==> config.mk <==
export PLATFORM = sky130hd
export DESIGN_NAME = fetch_mem_ctrl
export DESIGN_NICKNAME = d
export VERILOG_FILES = /design/src/rtl/cpu_pkg.sv /design/src/rtl/wait_timer.sv /design/src/rtl/fetch_mem_ctrl.sv
export SDC_FILE = /design/constraint.sdc
export NUM_CORES = 1
export LEC_CHECK = 0
export ABC_AREA = 1
export CAP_MARGIN = 15
export CORE_MARGIN = 10
export CORE_UTILIZATION = 40
export DETAILED_ROUTE_END_ITERATION = 8
export MAX_ROUTING_LAYER = met4
export PLACE_DENSITY = 0.76
export SLEW_MARGIN = 20
export SYNTH_ARGS = -nofsm -noshare
export SYNTH_HDL_FRONTEND = slang
export SYNTH_SLANG_ARGS = --single-unit
==> constraint.sdc <==
create_clock -name clk -period 3.36 [get_ports clk]
set_clock_uncertainty 0.1 [all_clocks]
set_input_delay 0.504 -clock clk [delete_from_list [all_inputs] [get_ports clk]]
set_output_delay 0.504 -clock clk [all_outputs]
set_load 0.01 [all_outputs]
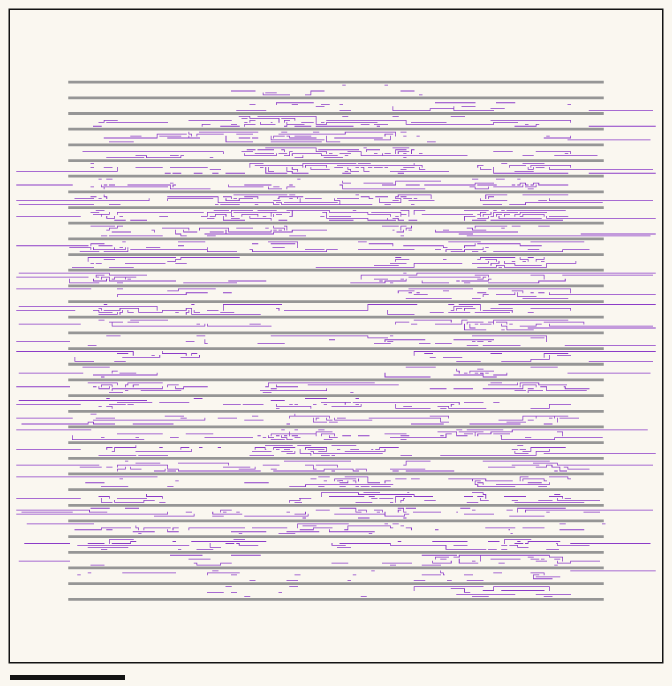
Run 1: the metal 1 layer
The bar under the picture is 20 um long. Supply wires on this layer in grey.
nets with wire on the layer: 541
wire length on this layer: 4730 um
met1 Use GR: 21.24%
vias: 3288
WL final: 10.37 mm

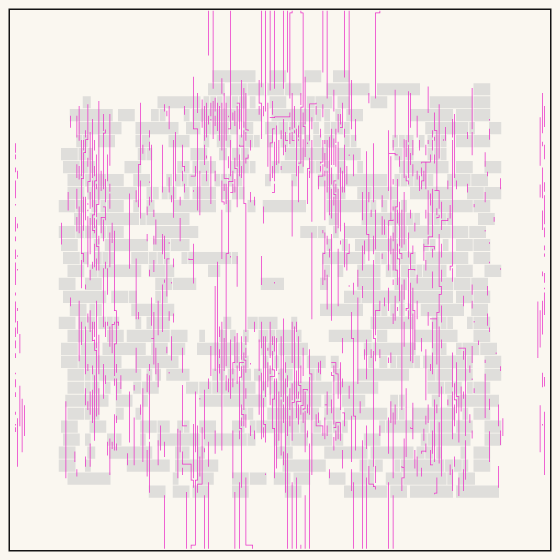
Run 1: met2 routing
Cells faint in the background.
nets with wire on the layer: 492
share of all routed wire: 42%
wire length on this layer: 4390 um
longest straight run: 27.2 um
main direction: vertical
met2 usage: 23.39%

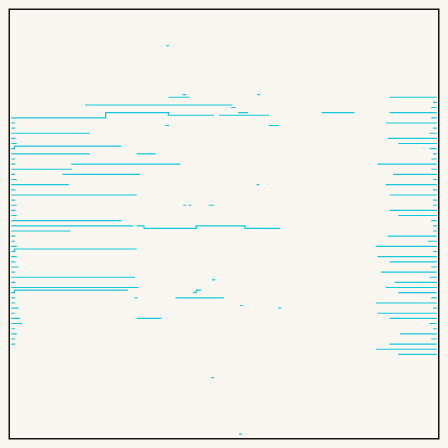
Run 1: M3 wires
longest straight run: 38.6 um
main direction: horizontal
wire length on this layer: 972 um
met3 GRT Util: 6.022%

==> results.txt, run 1 <==
Dominant flop cell = dfrtp_1
Worst Setup Slack, final = 0.4678 ns
Routed Antenna Nets = 0
Pre-antenna DRT Iters = 4
fin crit period = 2.892 ns
CP max FO = 27
OpenROAD warnings = 27
Root Driver = clkbuf_8
chip height = 113.2 um
P_comb = 101 uW
Finished Cell Area = 5047 um^2
critical path capture point type = output port
Antenna Cells = 0
Logic family by area = simple AND/OR/NAND/NOR gates
ys flops = 77
I/O pins = 131
CP max stage delay = 0.57 ns
status = finished clean
Synth async-reset ratio = 100.0%
highest-count logic cell in the final layout = nand2_1
signal buffers share of area = 26.18%
adder-cell share of the synthesized area = 1.081%
most frequent cells after synthesis = nand2_1, dfrtp_1, nand3_1
CTS Buf Count = 9
clk cell area share = 4.090%
Synth-to-Final Area Change = 45.37%
Sw Ratio = 23.79%
Max VDD drop = 246.0 uV
crit-path leading delay family = buffers and inverters
synthesized area = 3472 um^2
worst slew pin tran = 0.9558 ns
Die W = 113.2 um
Multiplexer share = 0%
DR vias/cell = 4.982
Max-area cell share = 55.50%
aoi share = 6.739%
top power group = sequential cells
multi-input logic portion of the cell area = 26.50%
Crit path required time = 2.76 ns
metal3 WL = 971 um
Run 1, signal wires on met4:
The bar under the picture is 20 um long. Supply wires on this layer in grey.
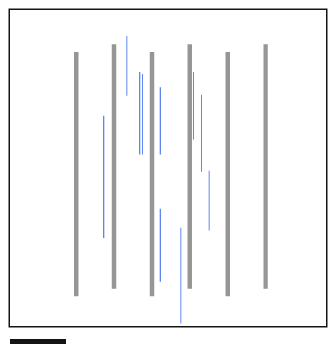

==> run 1 -> run 2 <==
--- a/config.mk
+++ b/config.mk
@@ -9,6 +9,7 @@
 export CAP_MARGIN = 15
 export CORE_MARGIN = 10
 export CORE_UTILIZATION = 40
+export CTS_BUF_LIST = sky130_fd_sc_hd__clkbuf_4
 export DETAILED_ROUTE_END_ITERATION = 8
 export MAX_ROUTING_LAYER = met4
 export PLACE_DENSITY = 0.76
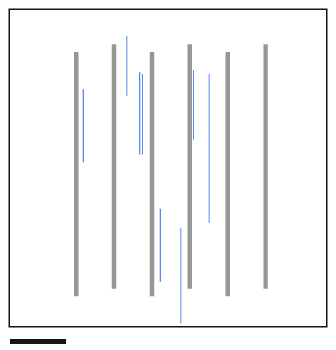
Run 2: signal wires on met4
The bar under the picture is 20 um long. Supply wires on this layer in grey.
wire length on this layer: 242 um
main direction: vertical
share of all routed wire: 2.3%
nets with wire on the layer: 8
vias: 3269
WL final: 10.40 mm

==> run 2 against run 1 <==
Effect of this change:
- global-route usage down 0.057 points
- critical path depth unchanged
- combinational power about the same
- clock power down 19%
- sequential cell count unchanged
- non-clock buffer count unchanged
- die size unchanged
- wire length up 0.21%
- critical endpoint unchanged
- largest power group unchanged
==> results.txt, run 2 <==
CP max FO = 27 (unchanged)
status = finished clean (unchanged)
CP cell instances = inv_2 -> nand2_2 -> nor2_4 -> nand2_1 -> o21ai_0 -> clkdlybuf4s50_1 (unchanged)
adder-cell share of the synthesized area = 1.081% (unchanged)
highest-count logic cell in the final layout = nand2_1 (unchanged)
cycle use final = 88.60% (was 86.08%)
top power group = sequential cells (unchanged)
Worst setup SP type = flop (unchanged)
share of cells above drive strength 1 = 6.306% (unchanged)
Non-clk invs = 33 (unchanged)
slew margin rel. = 35.39% (was 36.28%)
Overflow after GRT = 0 (unchanged)
CTS tree = done (unchanged)
CP max stage delay = 0.58 ns (was 0.57 ns)
worst slew pin tran = 0.9692 ns (was 0.9558 ns)
internal power = 1224 uW (was 1340 uW)
Antenna Cells = 0 (unchanged)
met2 WL = 4.439 mm (was 4.390 mm)
r2r worst-path depth = 8 (unchanged)
OpenROAD warnings = 27 (unchanged)
Avg WL per Cell = 15.75 um (was 15.72 um)
ys flops = 77 (unchanged)
met1 WL = 4.789 mm (was 4.732 mm)
Synth async-reset ratio = 100.0% (unchanged)
Max-area cell share = 55.50% (unchanged)
met3 GRT Util = 5.705% (was 6.022%)
DRC = 0 (unchanged)
crit path DAT = 2.37 ns (was 2.29 ns)
met1 Use GR = 21.15% (was 21.24%)
DR vias/cell = 4.953 (was 4.982)
Crit path required time = 2.76 ns (about the same)
CTS Buf Count = 9 (unchanged)
Post-Syn Nets = 484 (unchanged)
Dominant flop cell = dfrtp_1 (unchanged)
Top cells excl fill/tap = nand2_1, clkdlybuf4s50_1, dfrtp_1 (unchanged)
Pre-antenna DRT Iters = 4 (unchanged)
chip height = 113.2 um (unchanged)
Synth-to-Final Area Change = 43.75% (was 45.37%)
crit-path leading delay family = buffers and inverters (unchanged)
fin crit period = 2.977 ns (was 2.892 ns)
P_comb = 101 uW (about the same)
I/O pins = 131 (unchanged)
Seq cells = 77 (unchanged)
most frequent cells after synthesis = nand2_1, dfrtp_1, nand3_1 (unchanged)
clk cell area share = 3.008% (was 4.090%)
Sw Ratio = 24.32% (was 23.79%)
sequential power share = 57.3% (was 52.7%)
FP Util = 41.63% (unchanged)
Logic family by area = simple AND/OR/NAND/NOR gates (unchanged)
Multiplexer share = 0% (unchanged)
aoi share = 6.739% (unchanged)
Root Driver = clkbuf_4 (was clkbuf_8)
hold_buf cts = 0 (unchanged)
Worst Setup Slack, final = 0.3829 ns (was 0.4678 ns)
worst hold path class = primary input to asynchronous set/reset pin (unchanged)
max-slew violations = 0 (unchanged)
Die W = 113.2 um (unchanged)
Synth warnings = 0 (unchanged)
Max VDD drop = 196.0 uV (was 246.0 uV)
multi-input logic portion of the cell area = 26.80% (was 26.50%)
critical path capture point type = output port (unchanged)
hold_ws = 0.1240 ns (was 0.1883 ns)
H-tree levels = 3 (unchanged)
synthesized area = 3472 um^2 (unchanged)
Crit-path slowest cell = clkdlybuf4s50_1 (unchanged)
FMAX = 335.9 MHz (was 345.8 MHz)
Finished Cell Area = 4991 um^2 (was 5047 um^2)
metal3 WL = 923 um (was 971 um)
signal buffers share of area = 26.47% (was 26.18%)
crit path kind = flop to output port (unchanged)
Routed Antenna Nets = 0 (unchanged)
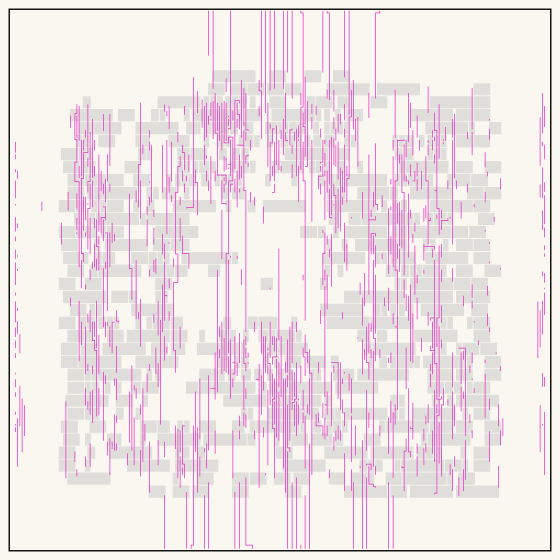
Run 2: met2 routing
Cells faint in the background.
met2 usage: 23.43%

Power and IR drop assume default switching activity.
